<file path="src/rtl/fetch_unit.sv">
// fetch_unit: front-end instruction fetch stage.
//
// Holds the fetch PC and issues sequential reads to a synchronous
// instruction memory with a one-cycle read latency. Returned words go into
// a two-entry queue. The queue head is offered downstream with a
// valid/ready handshake. A redirect from the hazard controller flushes the
// queue and any in-flight read, then restarts fetch at the supplied target.
//
// Ports:
//   clk, rst          clock and synchronous active-high reset
//   ctrl_pc_override  redirect request (flushes and reloads the PC)
//   ctrl_target       redirect address
//   imem_req          read enable this cycle
//   imem_addr         read address, always the PC register
//   imem_rdata        read data, valid the cycle after imem_req
//   out_valid         queue head is valid
//   out_pc            PC of the queue head
//   out_instr         instruction at the queue head
//   out_ready         downstream accepts the head this cycle
module fetch_unit #(
  parameter int PC_SIZE = 16,
  parameter int INSTR_WIDTH = 16,
  parameter logic [PC_SIZE-1:0] RESET_PC = '0
) (
  input  logic                   clk,
  input  logic                   rst,
  input  logic                   ctrl_pc_override,
  input  logic [PC_SIZE-1:0]     ctrl_target,
  output logic                   imem_req,
  output logic [PC_SIZE-1:0]     imem_addr,
  input  logic [INSTR_WIDTH-1:0] imem_rdata,
  output logic                   out_valid,
  output logic [PC_SIZE-1:0]     out_pc,
  output logic [INSTR_WIDTH-1:0] out_instr,
  input  logic                   out_ready
);

  logic [PC_SIZE-1:0]     pc;
  logic                   inflight;
  logic [PC_SIZE-1:0]     inflight_pc;
  logic [1:0]             count;

  logic [PC_SIZE-1:0]     head_pc, tail_pc;
  logic [INSTR_WIDTH-1:0] head_instr, tail_instr;

  logic                   pop, push;
  logic [2:0]             occupancy, limit;
  logic [1:0]             remaining;
  logic [1:0]             n_count;
  logic [PC_SIZE-1:0]     n_head_pc, n_tail_pc;
  logic [INSTR_WIDTH-1:0] n_head_instr, n_tail_instr;

  assign out_valid = (count != 2'd0) & ~ctrl_pc_override & ~rst;
  assign out_pc    = head_pc;
  assign out_instr = head_instr;
  assign imem_addr = pc;
  assign pop       = out_valid & out_ready;
  assign push      = inflight & ~ctrl_pc_override;

  // Credit check: entries held plus the read in flight, minus the one
  // leaving this cycle, must stay below two so a returning word always
  // has a free slot. Written as occupancy < 2 + pop to avoid underflow.
  assign occupancy = {1'b0, count} + {2'b00, inflight};
  assign limit     = 3'd2 + {2'b00, pop};
  assign imem_req  = ~rst & ~ctrl_pc_override & (occupancy < limit);

  // Queue next-state: a pop shifts the tail into the head; a push lands in
  // the first free slot after that pop.
  always_comb begin
    n_head_pc    = head_pc;
    n_head_instr = head_instr;
    n_tail_pc    = tail_pc;
    n_tail_instr = tail_instr;
    remaining    = count - {1'b0, pop};
    if (pop) begin
      n_head_pc    = tail_pc;
      n_head_instr = tail_instr;
    end
    if (push) begin
      if (remaining == 2'd0) begin
        n_head_pc    = inflight_pc;
        n_head_instr = imem_rdata;
      end else begin
        n_tail_pc    = inflight_pc;
        n_tail_instr = imem_rdata;
      end
    end
    n_count = remaining + {1'b0, push};
  end

  // Control state. A redirect empties the queue and drops the read in
  // flight, so the word returning during the redirect cycle is discarded.
  always_ff @(posedge clk) begin
    if (rst) begin
      pc          <= RESET_PC;
      count       <= 2'd0;
      inflight    <= 1'b0;
      inflight_pc <= RESET_PC;
    end else if (ctrl_pc_override) begin
      pc       <= ctrl_target;
      count    <= 2'd0;
      inflight <= 1'b0;
    end else begin
      count <= n_count;
      if (imem_req) begin
        pc          <= pc + {{(PC_SIZE-1){1'b0}}, 1'b1};
        inflight    <= 1'b1;
        inflight_pc <= pc;
      end else begin
        inflight <= 1'b0;
      end
    end
  end

  // Queue payload needs no reset; count alone decides which entries are live.
  always_ff @(posedge clk) begin
    head_pc    <= n_head_pc;
    head_instr <= n_head_instr;
    tail_pc    <= n_tail_pc;
    tail_instr <= n_tail_instr;
  end

endmodule

</file>
<file path="config.mk">
export PLATFORM = sky130hd
export DESIGN_NAME = fetch_unit
export DESIGN_NICKNAME = d
export VERILOG_FILES = /design/src/rtl/fetch_unit.sv
export SDC_FILE = /design/constraint.sdc
export NUM_CORES = 1
export LEC_CHECK = 0
export ABC_AREA = 1
export CAP_MARGIN = 20
export CORE_MARGIN = 8
export CORE_UTILIZATION = 46
export DETAILED_ROUTE_END_ITERATION = 10
export PLACE_DENSITY = 0.76
export SLEW_MARGIN = 0
export SYNTH_ARGS = -nofsm -noshare
export SYNTH_HDL_FRONTEND = slang
export SYNTH_SLANG_ARGS = --single-unit
</file>
<file path="constraint.sdc">
create_clock -name clk -period 2.9 [get_ports clk]
set_clock_uncertainty 0.15 [all_clocks]
set_input_delay 0.435 -clock clk [delete_from_list [all_inputs] [get_ports clk]]
set_output_delay 0.435 -clock clk [all_outputs]
set_load 0.02 [all_outputs]
</file>
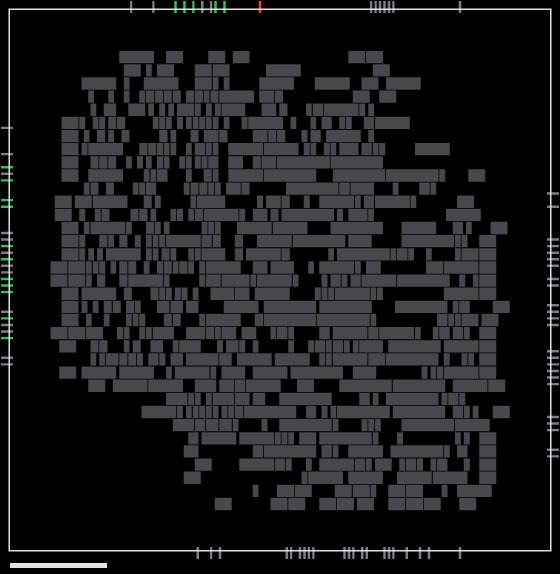
**Above:** run 1 (pin map).
Scale bar: 20 um. Pins as bars across the die edge, other pins in grey.
legend:
  green:
    port: `imem_addr`
    pins: 16
    direction: output
    edge: 11 left, 5 top
  red:
    port: `imem_req`
    pins: 1
    direction: output
    edge: top

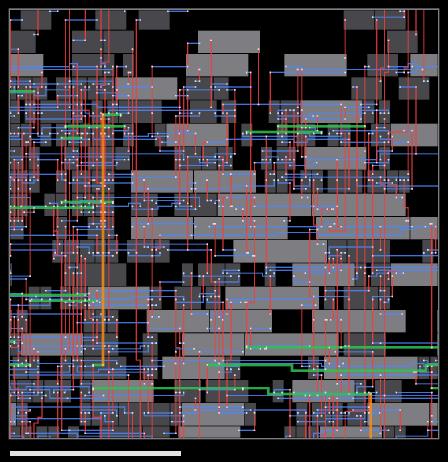
**Above:** run 1 (layout detail).
Scale bar: 20 um. Region (31, 53) to (81, 103) um. Cells in grey, sequential cells in the stronger grey; small squares are vias.
legend:
  red:
    layer: met2
  green:
    layer: met3
  orange:
    layer: met4
  blue:
    layer: met1
most frequent: nand2_1 (56), nor2_1 (27), dfxtp_1 (26)
netlist names of flops here include: `inflight_pc` (12), `out_pc` (9), `tail_pc` (9)
cells with their middle in the window: 206
sequential cells in the window: 35

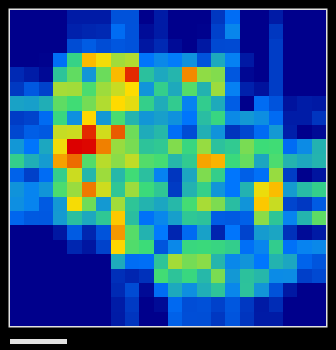
**Above:** run 1 (routed metal per tile).
Scale bar: 20 um. The die is cut into 22 by 22 equal tiles; dark blue is low, red is high, scaled to the fullest tile. Values are wire area over tile area, all layers added.
tiles over half the peak: 18%
nearly empty tiles: 22%
mean over tiles: 0.13
emptiest ninth of the die: bottom left
fullest tile: 0.47

==> results.json, run 1 <==
{
  "hp-start": "inflight_pc[11]",
  "setup_violations": 0,
  "status": "finished clean",
  "yosys_most_used_dff": "dfxtp_1",
  "synthDistinctLibCells": 30,
  "rows": 35,
  "fillers": 777,
  "initial_core_util": 0.465,
  "ys_seq_frac": 0.546,
  "syn_nets": 540,
  "cts_setup_buffers": 0,
  "syn_inst": 499,
  "cp_data_arrival_time_ns": 2.12,
  "relSlewSlack": 0.574,
  "r2r_slack_ns": 0.81,
  "rsz0062_at_grt": "false",
  "die_h_um": 112,
  "crit_start": "ctrl_pc_override",
  "clockRootBuffer": "clkbuf_8",
  "min_to": "tail_pc[11]",
  "drt-pass1-iter-count": 5,
  "detail_route.wl_per_cell_um": 14.2,
  "clk_path_buf_depth": 2,
  "tightest_slew_ns": 0.639,
  "top_cell_area_share": 0.318,
  "rr_startpoint": "count[1]",
  "num_vias": 3631,
  "setup_ws_ns": 0.191,
  "avgSynthCellArea_sq_um": 8.46,
  "critPathCapture": "imem_req",
  "wl_met3_um": 717,
  "postPlaceCellArea_sq_um": 5170,
  "ir_drop_uv": 269,
  "maxPowerGroup": "registers",
  "synth-edff-count": 32,
  "grt_use_total": 0.158,
  "wl_met2_um": 4600,
  "powerComb_w": 0.000687,
  "first_iter_violations": 231,
  "internal_power_w": 0.00224,
  "yosysWarnings": 0,
  "fin_nets": 623,
  "final_core_util": 0.593,
  "path_max_fanout": 3,
  "cp-end-kind": "output port",
  "grt_first_pass_wirelength_um": 16500,
  "io_buffers": 85,
  "pg_seq_w": 0.00165,
  "grt-ovfl-total": 0,
  "ant_nets": 0,
  "pre_cts_ws_ns": 0.122,
  "cts_hold_buffers": 0,
  "clock_latency_ns": 0.35,
  "async_flop_share": 0,
  "hold_depth": 0,
  "syn_area_sq_um": 4220,
  "warnings": 26,
  "fin_crit_ns": 2.71,
  "powerDensity_nw_per_um2": 599,
  "comb_area_sq_um": 1650,
  "largest_area_cell": "dfxtp_1",
  "io_pins": 86,
  "dp_hpwl_um": 7080,
  "synth-area-yosys_sq_um": 4220,
  "grt_pass1_vias": 3587,
  "area_delta_synth_final_pct": 27.5,
  "drv_slew": 0,
  "switching_share": 0.304,
  "cts_inserted_buffers": 9,
  "topCellsByArea": "dfxtp_1 32%, edfxtp_1 23%, nand2_1 14%",
  "layout-drive-gt1-share": 0.0852,
  "comb_power_share": 0.213,
  "core_sq_um": 9060,
  "grt_max_degree": 65,
  "post_drt_via_cell_ratio": 5.20,
  "antenna_found_initial": 0,
  "regArea_sq_um": 2300,
  "postCtsResizedCells": 0,
  "drc": 0,
  "finalSetupTns_ns": 0,
  "top_layer_used": "met4",
  "ff2ff_path_depth": 11,
  "finalCritPeriodShare": 0.934,
  "numSynthFlops": 99,
  "hold_path.class": "reg2reg",
  "clk_pin_slew_ns": 0.10,
  "cts_max_level": 3,
  "max_freq_mhz": 369,
  "power_frac_clock": 0.273,
  "finalHoldViolCount": 0,
  "lay_top_count": "nand2_1",
  "antenna_cells": 0,
  "cts_tree": "done",
  "start_kind": "input pin",
  "worstSetupPathType": "in2out",
  "required_ns": 2.32,
  "clk-power_w": 0.000880,
  "wl_met1_um": 4440,
  "drt_wl_total_um": 9880,
  "r2r_end": "out_instr[3]",
  "p_leak_nw": 2.19,
  "pwr-share-seq": 0.513,
  "gp_congestion": 0.840,
  "cts_num_sinks": 99,
  "yosysCellCount": 499,
  "die_x_um": 112,
  "final_area_sq_um": 5380,
  "power.switching_w": 0.000978
}
[run 1: synth_stat cells, types with 5 or more instances]
cell and instances:
ha_1 5, a21oi_2 12, edfxtp_1 32, nor2_1 60, buf_2 7, dfxtp_1 67, a21oi_1 10, o21ai_0 20
a31oi_1 33, inv_1 29, clkbuf_1 6, nand2_1 153, nand3_1 36
[run 1: cell type report]
cell class                 instances  area share
timing repair buffer              96       0.178
inverter                          31      0.0228
clock inverter                     7      0.0151
multi-input combinational        345       0.307
tap                              111      0.0258
sequential                        99       0.428
clock buffer                       9      0.0230
[run 1: worst max-delay path, cell delays in order]
cell	delay [ns]
clkdlybuf4s50_1	0.53
nor2_8	0.17
nand4_2	0.16
a21boi_4	0.20
clkdlybuf4s50_1	0.63
[run 1: stage by stage]
step / power [W] / hold WS [ns] / std cells
CTS: 0.00324 / 0.323 / 698
finish: 0.00322 / 0.320 / 698
floorplan: 0.00202 / 0.276 / 499
detailed placement: 0.00238 / 0.294 / 682
global route: 0.00337 / 0.333 / 698
global placement: 0.00236 / 0.290 / 682
[run 1: layer usage]
layer  up-vias  global-route usage
met4         0              0.0611
li1       1827                   -
met3        10              0.0379
met5         -                   0
met2       134               0.259
met1      1660               0.197
[run 1: state kept, by name, summed over array words and instances (netlist names)]
| signal | cells |
|---|---|
| out_pc | 16 |
| count | 2 |
| tail_pc | 16 |
| inflight_pc | 16 |
| out_instr | 16 |
| inflight | 1 |
| imem_addr | 16 |
| tail_instr | 16 |
[run 1: cells by family after synthesis]
kind of cell	share of synthesized area
adder cells (fa/ha/maj)	0.0148
buffers and inverters	0.0629
AND/OR/NAND/NOR	0.255
flip-flops	0.546
AND-OR/OR-AND	0.118
XOR/XNOR	0.00415
==> run 2: changes to the inputs <==
--- a/config.mk
+++ b/config.mk
@@ -11,6 +11,7 @@
 export CORE_UTILIZATION = 46
 export DETAILED_ROUTE_END_ITERATION = 10
 export PLACE_DENSITY = 0.76
+export SKIP_CTS_REPAIR_TIMING = 1
 export SLEW_MARGIN = 0
 export SYNTH_ARGS = -nofsm -noshare
 export SYNTH_HDL_FRONTEND = slang
==> run 2 against run 1 <==
Net effect:
- first-iteration DRC count unchanged
- sequential power about the same
- utilization unchanged
- wire length unchanged
- critical path depth unchanged
- die size unchanged
- worst setup slack unchanged
- non-clock buffer count unchanged
- count of clock-buffer cells in the layout unchanged
- synthesized cell count unchanged
- combinational power about the same
- sequential share of layout area unchanged
- largest cell class unchanged
- highest routed layer unchanged
==> results.json, run 2 <==
{
  "cts_max_level": 3,
  "synth.most_common_cell": "nand2_1",
  "regArea_sq_um": 2300,
  "die_x_um": 112,
  "yosysWarnings": 0,
  "cts_tree": "done",
  "dp_hpwl_um": 7080,
  "finalHoldViolCount": 0,
  "drt_wl_total_um": 9880,
  "synthDistinctLibCells": 30,
  "ant_nets": 0,
  "syn_nets": 540,
  "r2r_end": "out_instr[3]",
  "final_area_sq_um": 5380,
  "rows": 35,
  "ff2ff_path_depth": 11,
  "setup_ws_ns": 0.191,
  "adder_share": 0.0148,
  "mux_area_frac": 0,
  "yosys_most_used_dff": "dfxtp_1",
  "path_max_fanout": 3,
  "grt_max_degree": 65,
  "finalSetupTns_ns": 0,
  "synthXorXnorAreaFrac": 0.00415,
  "fin_crit_ns": 2.71,
  "drc": 0,
  "drv_slew": 0,
  "grt_use_total": 0.158,
  "hold_path.class": "reg2reg",
  "hold_depth": 0,
  "worstSetupPathType": "in2out",
  "antenna_cells": 0,
  "top_logic_kind": "simple AND/OR/NAND/NOR gates",
  "gp_congestion": 0.840,
  "warnings": 26,
  "start_kind": "input pin",
  "drt-pass1-iter-count": 5,
  "tightest_slew_ns": 0.639,
  "numSynthFlops": 99,
  "num_vias": 3631,
  "fillers": 777,
  "status": "finished clean",
  "avgSynthCellArea_sq_um": 8.46,
  "rsz0062_at_grt": "false",
  "finalNonFillerCells": 698,
  "ir_drop_uv": 269,
  "clockRootBuffer": "clkbuf_8",
  "core_sq_um": 9060,
  "layout-drive-gt1-share": 0.0852,
  "yosysCellCount": 499,
  "synth-edff-count": 32,
  "largest_area_cell": "dfxtp_1",
  "io_buffers": 85,
  "p_total_w": 0.00322,
  "async_flop_share": 0,
  "antenna_found_initial": 0,
  "clk_path_buf_depth": 2,
  "rr_startpoint": "count[1]",
  "powerDensity_nw_per_um2": 599,
  "syn_inst": 499,
  "max_freq_mhz": 369,
  "p_leak_nw": 2.19,
  "lay_top_count": "nand2_1",
  "syn_area_sq_um": 4220,
  "common_cells": "153 x nand2_1, 67 x dfxtp_1, 60 x nor2_1, 36 x nand3_1, 33 x a31oi_1",
  "cts_num_sinks": 99,
  "aoi_share": 0.118,
  "first_iter_violations": 231,
  "detail_route.wl_per_cell_um": 14.2,
  "fin_nets": 623,
  "postPlaceCellArea_sq_um": 5170,
  "cts_inserted_buffers": 9,
  "grt_first_pass_wirelength_um": 16500,
  "cp_data_arrival_time_ns": 2.12,
  "hp-start": "inflight_pc[11]",
  "io_pins": 86,
  "setup_violations": 0,
  "cp-end-kind": "output port",
  "area_delta_synth_final_pct": 27.5,
  "grt-ovfl-total": 0,
  "grt_pass1_vias": 3587,
  "finalCritPeriodShare": 0.934,
  "required_ns": 2.32,
  "ys_seq_frac": 0.546,
  "top_cell_area_share": 0.318,
  "die_h_um": 112,
  "initial_core_util": 0.465
}
## run 2: cell counts after synthesis
Identical to the previous run, type by type.
## run 2: worst max-delay path by stage
stage	cells after the start	slack, ns	to	from
floorplan	11	0.03	tail_instr[0]	rst
global placement	5	0.17	imem_req	rst
detailed placement	13	0.12	out_pc[14]	ctrl_pc_override
CTS	5	0.16	imem_req	ctrl_pc_override
global route	5	0.13	imem_req	rst
finish	5	0.19	imem_req	ctrl_pc_override
## run 2: stage by stage
| step | util | hold slack [ns] |
|---|---|---|
| 2_1_floorplan | - | 0.276 |
| 3_5_place_dp | 0.571 | 0.294 |
| 3_3_place_gp | 0.571 | 0.290 |
| 4_1_cts | 0.593 | 0.323 |
| 6_report | 0.593 | 0.320 |
| 5_1_grt | 0.593 | 0.333 |
## run 2: final cells by class
cell class                 instances  area share
clock buffer                       9      0.0230
clock inverter                     7      0.0151
inverter                          31      0.0228
multi-input combinational        345       0.307
sequential                        99       0.428
tap                              111      0.0258
timing repair buffer              96       0.178
## run 2: where the power goes
part / switching [W] / internal, W
clock: 0.000533 / 0.000346
sequential: 0.0000912 / 0.00156
combinational: 0.000353 / 0.000334
## run 2: critical path, stage by stage
cell and delay, ns:
clkdlybuf4s50_1 0.53, nor2_8 0.17, nand4_2 0.16, a21boi_4 0.20, clkdlybuf4s50_1 0.63
## run 2: metal layers
| metal | vias to the layer above | part of all wire | GRT usage |
|---|---|---|---|
| met2 | 134 | 0.47 | 0.259 |
| met5 | - | 0 | 0 |
| met4 | 0 | 0.012 | 0.0611 |
| met1 | 1660 | 0.45 | 0.197 |
| li1 | 1827 | - | - |
| met3 | 10 | 0.073 | 0.0379 |
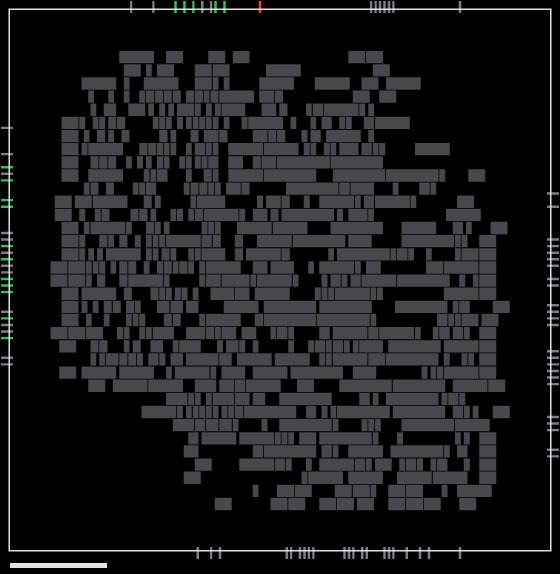
**Above:** run 2 (pin map).
Scale bar: 20 um. Pins as bars across the die edge, other pins in grey.
legend:
  green:
    port: `imem_addr`
    pins: 16
    direction: output
    edge: 11 left, 5 top
  red:
    port: `imem_req`
    pins: 1
    direction: output
    edge: top

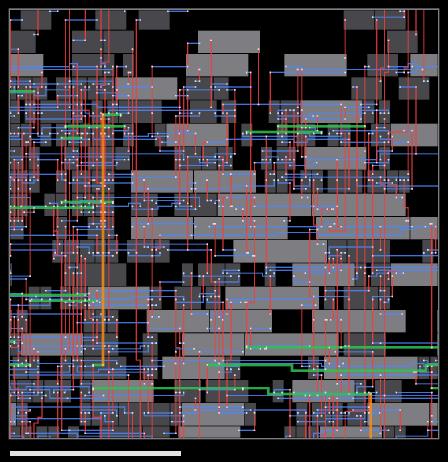
**Above:** run 2 (layout detail).
Scale bar: 20 um. Region (31, 53) to (81, 103) um. Cells in grey, sequential cells in the stronger grey; small squares are vias.
legend:
  green:
    layer: met3
  blue:
    layer: met1
  red:
    layer: met2
  orange:
    layer: met4
most frequent: nand2_1 (56), nor2_1 (27), dfxtp_1 (26)
sequential cells in the window: 35
netlist names of flops here include: `inflight_pc` (12), `out_pc` (9), `tail_pc` (9)
cells with their middle in the window: 206

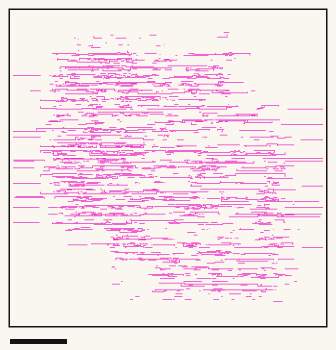
**Above:** run 2 (the metal 1 layer).
Scale bar: 20 um.
nets with wire on the layer: 566
share of all routed wire: 45%
longest straight run: 25.8 um

No activity file was given, so power comes from the tool's default toggle rates.
